$ cat config.mk
export PLATFORM = sky130hd
export DESIGN_NAME = bnn_seq_core
export DESIGN_NICKNAME = d
export VERILOG_FILES = /design/src/rtl/bnn_seq_core.sv
export SDC_FILE = /design/constraint.sdc
export NUM_CORES = 1
export LEC_CHECK = 0
export CORE_MARGIN = 3
export CORE_UTILIZATION = 68
export DETAILED_ROUTE_END_ITERATION = 6
export GPL_TIMING_DRIVEN = 0
export MAX_ROUTING_LAYER = met4
export PLACE_DENSITY_LB_ADDON = 0.3
export SKIP_LAST_GASP = 1
export SLEW_MARGIN = 5
export SYNTH_ARGS = -nofsm -noshare
export SYNTH_HDL_FRONTEND = slang
export SYNTH_SLANG_ARGS = --single-unit
$ cat constraint.sdc
create_clock -name clk -period 21.5 [get_ports clk]
set_clock_uncertainty 0.15 [all_clocks]
set_input_delay 5.375 -clock clk [delete_from_list [all_inputs] [get_ports clk]]
set_output_delay 5.375 -clock clk [all_outputs]
set_load 0.02 [all_outputs]
$ cat src/rtl/bnn_seq_core.sv
// Time-multiplexed XNOR-popcount BNN core: one shared neuron unit walks N + N + OUT_N neurons,
// one per clock. A valid/ready stream loads weights and thresholds while the core is idle.
module bnn_seq_core #(
  parameter int N      = 8,
  parameter int OUT_N  = 4,
  parameter int LOAD_W = 4
) (
  input  logic              clk,
  input  logic              reset,
  input  logic              start,
  input  logic [N-1:0]      in_vec,
  output logic              busy,
  output logic              out_valid,
  output logic [OUT_N-1:0]  out_vec,
  input  logic              load_valid,
  input  logic [LOAD_W-1:0] load_data,
  output logic              load_ready,
  output logic              cfg_loaded
);
  localparam int TW  = $clog2(N + 1);
  localparam int NN  = 2 * N + OUT_N;
  localparam int BPN = N / LOAD_W;
  localparam int KW  = $clog2(NN);
  localparam int CW  = (N > 1) ? $clog2(N) : 1;
  localparam int BW  = $clog2(BPN + 1);

  typedef enum logic [2:0] {IDLE, L1, L2, L3, DONE} state_t;

  state_t            state, state_nxt;
  logic [CW-1:0]     cnt;
  logic [N-1:0]      w [NN];
  logic [TW-1:0]     t [NN];
  logic [N-1:0]      x0, h1, h2;
  logic [OUT_N-1:0]  acc, acc_nxt;
  logic [KW-1:0]     nptr;
  logic [BW-1:0]     bptr;
  logic [KW-1:0]     k;
  logic [N-1:0]      x_sel, match;
  logic [TW-1:0]     ones;
  logic              last, fire, load_fire;

  assign busy       = (state != IDLE);
  assign load_ready = (state == IDLE) && !start;
  assign load_fire  = load_valid && load_ready;

  // Neuron selection: layer base plus position within the layer.
  always_comb begin
    k     = '0;
    x_sel = x0;
    last  = 1'b0;
    case (state)
      L1: begin
        k    = KW'(cnt);
        last = (cnt == CW'(N - 1));
      end
      L2: begin
        k     = KW'(N) + KW'(cnt);
        x_sel = h1;
        last  = (cnt == CW'(N - 1));
      end
      L3: begin
        k     = KW'(2 * N) + KW'(cnt);
        x_sel = h2;
        last  = (cnt == CW'(OUT_N - 1));
      end
      default: ;
    endcase
  end

  always_comb begin
    match = ~(x_sel ^ w[k]);
    ones  = '0;
    for (int i = 0; i < N; i++) ones = ones + TW'(match[i]);
    fire = (ones >= t[k]);
  end

  // The final output bit is computed on the same edge that publishes out_vec.
  always_comb begin
    acc_nxt = acc;
    for (int i = 0; i < OUT_N; i++)
      if (cnt == CW'(i)) acc_nxt[i] = fire;
  end

  always_ff @(posedge clk or posedge reset) begin
    if (reset) state <= IDLE;
    else       state <= state_nxt;
  end

  always_comb begin
    state_nxt = state;
    case (state)
      IDLE:    if (start) state_nxt = L1;
      L1:      if (last)  state_nxt = L2;
      L2:      if (last)  state_nxt = L3;
      L3:      if (last)  state_nxt = DONE;
      DONE:    state_nxt = IDLE;
      default: state_nxt = IDLE;
    endcase
  end

  always_ff @(posedge clk or posedge reset) begin
    if (reset) begin
      cnt        <= '0;
      x0         <= '0;
      h1         <= '0;
      h2         <= '0;
      acc        <= '0;
      out_vec    <= '0;
      out_valid  <= 1'b0;
      nptr       <= '0;
      bptr       <= '0;
      cfg_loaded <= 1'b0;
      for (int i = 0; i < NN; i++) begin
        w[i] <= '0;
        t[i] <= '0;
      end
    end else begin
      out_valid <= 1'b0;
      case (state)
        IDLE: if (start) begin
          x0  <= in_vec;
          cnt <= '0;
        end
        L1: begin
          for (int i = 0; i < N; i++) if (cnt == CW'(i)) h1[i] <= fire;
          cnt <= last ? '0 : cnt + CW'(1);
        end
        L2: begin
          for (int i = 0; i < N; i++) if (cnt == CW'(i)) h2[i] <= fire;
          cnt <= last ? '0 : cnt + CW'(1);
        end
        L3: begin
          acc <= acc_nxt;
          cnt <= last ? '0 : cnt + CW'(1);
          if (last) begin
            out_vec   <= acc_nxt;
            out_valid <= 1'b1;
          end
        end
        default: ;
      endcase

      // Weight chunks land first, then the threshold beat advances the neuron pointer.
      if (load_fire) begin
        if (bptr == BW'(BPN)) begin
          t[nptr] <= load_data[TW-1:0];
          bptr    <= '0;
          if (nptr == KW'(NN - 1)) begin
            nptr       <= '0;
            cfg_loaded <= 1'b1;
          end else begin
            nptr <= nptr + KW'(1);
          end
        end else begin
          for (int j = 0; j < BPN; j++)
            if (bptr == BW'(j)) w[nptr][j*LOAD_W +: LOAD_W] <= load_data;
          bptr <= bptr + BW'(1);
        end
      end
    end
  end
endmodule

==> images/met4.png <==
(2 px per um)
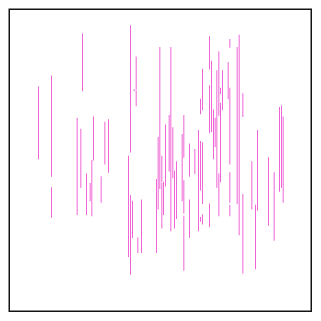
share of all routed wire	5.6%
longest straight run	100 um
Post-Route WL: 39.4 mm
Via Count: 10400

==> images/metal_stack.png <==
(2 px per um) Two of the layers only.
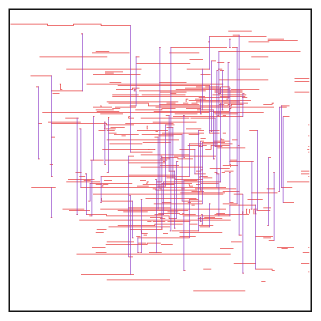
color	layer	wire length
red	met3	3820 um
purple	met4	2190 um

==> images/final_clocks.png <==
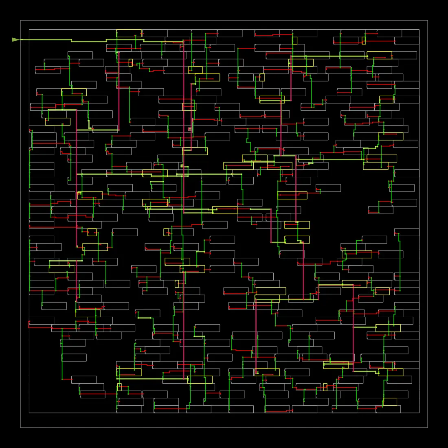
layout clock buffer count: 41
number of clock sinks: 286
clk latency late pin: 0.55 ns
flip-flop and latch count: 286

==> impl_results.html <==
<p>Metrics extracted from the flow reports.</p>
<table>
<tr><th>Metric</th><th>Value</th></tr>
<tr><th colspan="2">Clocking</th></tr>
<tr><td>Clock slew at the register clock pins of the worst setup and hold paths</td><td>0.06 ns</td></tr>
<tr><td>Longest Clk Path Bufs</td><td>3</td></tr>
<tr><td>CTS tree</td><td>built</td></tr>
<tr><td>Total clock buffers created by CTS</td><td>30</td></tr>
<tr><td>Post-CTS resize count</td><td>0</td></tr>
<tr><td>Number of setup buffers added after CTS</td><td>0</td></tr>
<tr><td>Number of hold buffers added after CTS</td><td>0</td></tr>
<tr><td>Root buffer cell</td><td>clkbuf_16</td></tr>
<tr><th colspan="2">GRT</th></tr>
<tr><td>Global-route track usage on met1</td><td>47.0%</td></tr>
<tr><td>Wire length of the first global-routing pass</td><td>60.4 mm</td></tr>
<tr><td>Met3 routing resource usage after global routing</td><td>8.73%</td></tr>
<tr><td>Antenna violations before repair</td><td>0</td></tr>
<tr><td>Most Used Layer, Global Route</td><td>met2</td></tr>
<tr><td>GRT Overall Usage</td><td>36.5%</td></tr>
<tr><td>Pin count of the biggest net entering global routing</td><td>104</td></tr>
<tr><th colspan="2">Floorplanning</th></tr>
<tr><td>Floorplan row count</td><td>52</td></tr>
<tr><td>Area of the core region</td><td>20400 um2</td></tr>
<tr><td>Horizontal die size</td><td>150 um</td></tr>
<tr><td>Die H</td><td>150 um</td></tr>
<tr><td>Die Outline Area</td><td>22600 um2</td></tr>
<tr><td>Top-level I/O count</td><td>24</td></tr>
<tr><th colspan="2">Synth</th></tr>
<tr><td>Main synth FF type</td><td>dfrtp_1</td></tr>
<tr><td>Adder and majority gate portion of the synthesized area</td><td>2.07%</td></tr>
<tr><td>Avg Synthesized Cell Area</td><td>12.0 um2</td></tr>
<tr><td>Post-synth design cell area</td><td>14200 um2</td></tr>
<tr><td>Most numerous cell types in the synthesized netlist</td><td>dfrtp_1 (286), mux2_2 (220), nand2_1 (78)</td></tr>
<tr><td>Basic Gates by Area</td><td>8.73%</td></tr>
<tr><td>Count of unique library cells instantiated by Yosys</td><td>60</td></tr>
<tr><td>Area contributors post-synth</td><td>dfrtp_1 (51%), mux2_2 (18%), mux2_1 (2.7%)</td></tr>
<tr><td>Share of synthesized registers carrying an async set or reset</td><td>100%</td></tr>
<tr><td>Instance count of the mapped netlist</td><td>1182</td></tr>
<tr><td>Most instantiated library cell after synthesis</td><td>dfrtp_1</td></tr>
<tr><td>Combinational family with the most area after synthesis</td><td>multiplexers</td></tr>
<tr><td>Synth flops</td><td>286</td></tr>
<tr><td>Chip area line of the yosys report</td><td>14200 um2</td></tr>
<tr><td>Dominant cell type by area after synthesis</td><td>dfrtp_1</td></tr>
<tr><td>Sequential area share after synthesis</td><td>50.6%</td></tr>
<tr><td>Multiplexer area fraction after synthesis</td><td>24.8%</td></tr>
<tr><td>Number of synthesized flops with an enable pin</td><td>0</td></tr>
<tr><th colspan="2">Pwr</th></tr>
<tr><td>Switching share of total power</td><td>44.0%</td></tr>
<tr><td>Sequential share of power</td><td>26.4%</td></tr>
<tr><td>Leakage power of the design</td><td>7.47 nW</td></tr>
<tr><td>Portion of total power attributed to the clock network</td><td>20.5%</td></tr>
<tr><td>Sw power</td><td>1.18 mW</td></tr>
<tr><td>Power density over cell area</td><td>170 nW/um2</td></tr>
<tr><td>Max rail drop VDD</td><td>0.318 mV</td></tr>
<tr><td>Group drawing the most power</td><td>combinational logic</td></tr>
<tr><td>Power in the clock group</td><td>549 uW</td></tr>
<tr><td>Combinational gate power</td><td>1.42 mW</td></tr>
<tr><td>Internal portion of total power</td><td>1.50 mW</td></tr>
<tr><th colspan="2">Final layout</th></tr>
<tr><td>Number of standard cells in the layout, taps in and fillers out</td><td>1523</td></tr>
<tr><td>Design area</td><td>15800 um2</td></tr>
<tr><td>Layout-stage area growth over the synthesis result</td><td>11.5%</td></tr>
<tr><td>Ant. Diodes</td><td>0</td></tr>
<tr><td>Total of fill cells in the finished design</td><td>1290</td></tr>
<tr><td>Post-layout net count</td><td>1272</td></tr>
<tr><th colspan="2">Timing</th></tr>
<tr><td>Actual slew at the worst max-slew pin</td><td>0.943 ns</td></tr>
<tr><td>Final hold viol count</td><td>0</td></tr>
<tr><td>Setup repair after global routing missed its margin</td><td>false</td></tr>
<tr><td>Final number of setup-violating endpoints</td><td>0</td></tr>
<tr><td>Shortest period the worst path allows</td><td>12.09 ns</td></tr>
<tr><td>Final setup TNS</td><td>0 ns</td></tr>
<tr><td>Remaining max-slew budget at the tightest pin</td><td>36.6%</td></tr>
<tr><th colspan="2">Critical path</th></tr>
<tr><td>Critical Path Source Type</td><td>input pin</td></tr>
<tr><td>End point of the critical path</td><td>load_ready</td></tr>
<tr><td>Reg2Reg Setup Slack</td><td>14.34 ns</td></tr>
<tr><td>Worst reg2reg path depth</td><td>23</td></tr>
<tr><td>Most frequent CP cell</td><td>clkdlybuf4s50_1</td></tr>
<tr><td>CP endpoint kind</td><td>output pin</td></tr>
<tr><td>Highest cell delay on the worst timing path</td><td>0.62 ns</td></tr>
<tr><td>R2R Path End</td><td>h2[6]</td></tr>
<tr><td>Slowest cell on the critical path</td><td>clkdlybuf4s50_1</td></tr>
<tr><td>Worst setup path category</td><td>in2out</td></tr>
<tr><td>Launching instance or port of the critical path</td><td>start</td></tr>
<tr><td>Biggest fanout along the worst timing path</td><td>2</td></tr>
<tr><th colspan="2">Place</th></tr>
<tr><td>Gpl congestion</td><td>1.04</td></tr>
<tr><td>Instance area after placement</td><td>14700 um2</td></tr>
<tr><td>Number of port buffers</td><td>19</td></tr>
<tr><td>DP Cell Count</td><td>1473</td></tr>
<tr><th colspan="2">Worst hold path</th></tr>
<tr><td>Worst Hold Launch</td><td>out_vec[1]</td></tr>
<tr><td>Worst Hold Depth</td><td>1</td></tr>
<tr><td>Worst hold-check path type</td><td>reg2reg</td></tr>
<tr><th colspan="2">Drt</th></tr>
<tr><td>Pre-Repair DR Iteration Count</td><td>6</td></tr>
<tr><td>Drt initial violations</td><td>1079</td></tr>
<tr><td>Routed wire length per instance</td><td>25.9 um</td></tr>
<tr><td>Drc violations</td><td>0</td></tr>
<tr><td>Number of nets still failing antenna checks after routing</td><td>0</td></tr>
<tr><th colspan="2">Run</th></tr>
<tr><td>Total number of warnings across the stage logs</td><td>37</td></tr>
<tr><th colspan="2">Status</th></tr>
<tr><td>Status</td><td>complete, no violations</td></tr>
</table>
==> images/gate_families.png <==
(2 px per um)
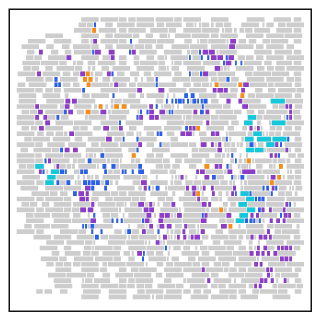
color	family	cells
purple	inverting AOI/OAI gates	185
blue	NAND gates	127
orange	AND and OR gates	22
cyan	adder and majority cells	21

==> images/pins.png <==
(2 px per um) Pins as bars across the die edge, other pins in gray.
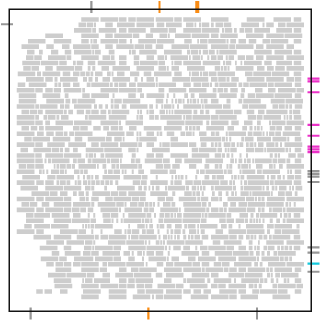
color	port	pins	direction	edge
cyan	`out_valid`	1	output	right
orange	`load_data`	4	input	3 top, 1 bottom
magenta	`in_vec`	8	input	right

stage by stage:
step           total power, mW  setup WS (ns)  hold WS, ns  util [%]
6_report                  2.68           9.41        0.329      77.5
5_1_grt                   2.85           9.37        0.358      77.5
4_1_cts                   2.65           9.40        0.336      77.5
3_5_place_dp              2.10           9.41        0.322      72.4
3_3_place_gp              2.06           4.75        0.301      72.1
2_1_floorplan             1.70           8.08        0.299         -
state kept, by name, indices dropped and copies added (netlist names):
register,flops
x0,8
nptr,5
out_vec,4
h1,8
w,160
state,3
out_valid,1
cnt,3
acc,3
h2,8
bptr,2
t,80
cfg_loaded,1
worst min path at each step:
stage / slack, ns / end
after floorplan: 0.30 / h1[4]
after global placement: 0.30 / cfg_loaded
after detailed placement: 0.32 / out_vec[2]
after CTS: 0.34 / out_vec[1]
after global routing: 0.36 / w[138]
final: 0.33 / out_vec[1]
routing by layer:
metal	up-vias	share of wire (%)
met1	5220	39
li1	4409	-
met3	171	9.7
met5	-	0
met4	0	5.5
met2	611	46
layout make-up:
cell class	instances	area, um2	area share (%)
inverter	23	93.8	0.595
timing repair buffer	21	245	1.55
multi-input combinational	783	6480	41.1
tap	270	338	2.14
clock buffer	41	863	5.47
buffer	90	429	2.72
clock inverter	9	174	1.10
sequential	286	7160	45.4
cells in the final DEF (no fill, tap or decap), drive strengths merged, types with 13 or more instances in the layout:
cell / instances
ha: 17
a21oi: 41
o21ai: 31
mux2: 254
mux2i: 35
a211oi: 15
buf: 46
dfrtp: 286
inv: 23
clkbuf: 87
nand3: 22
mux4: 13
a221oi: 15
nor3: 17
nand2: 89
clkdlybuf4s50: 19
a31oi: 36
nor2: 58
nor2b: 19
worst max-delay path: cells and delay by family:
family	cells	cell delay [ns]
buffers and inverters	2	1.05
and+or+nand+nor	1	0.15
Power and IR drop assume default switching activity.
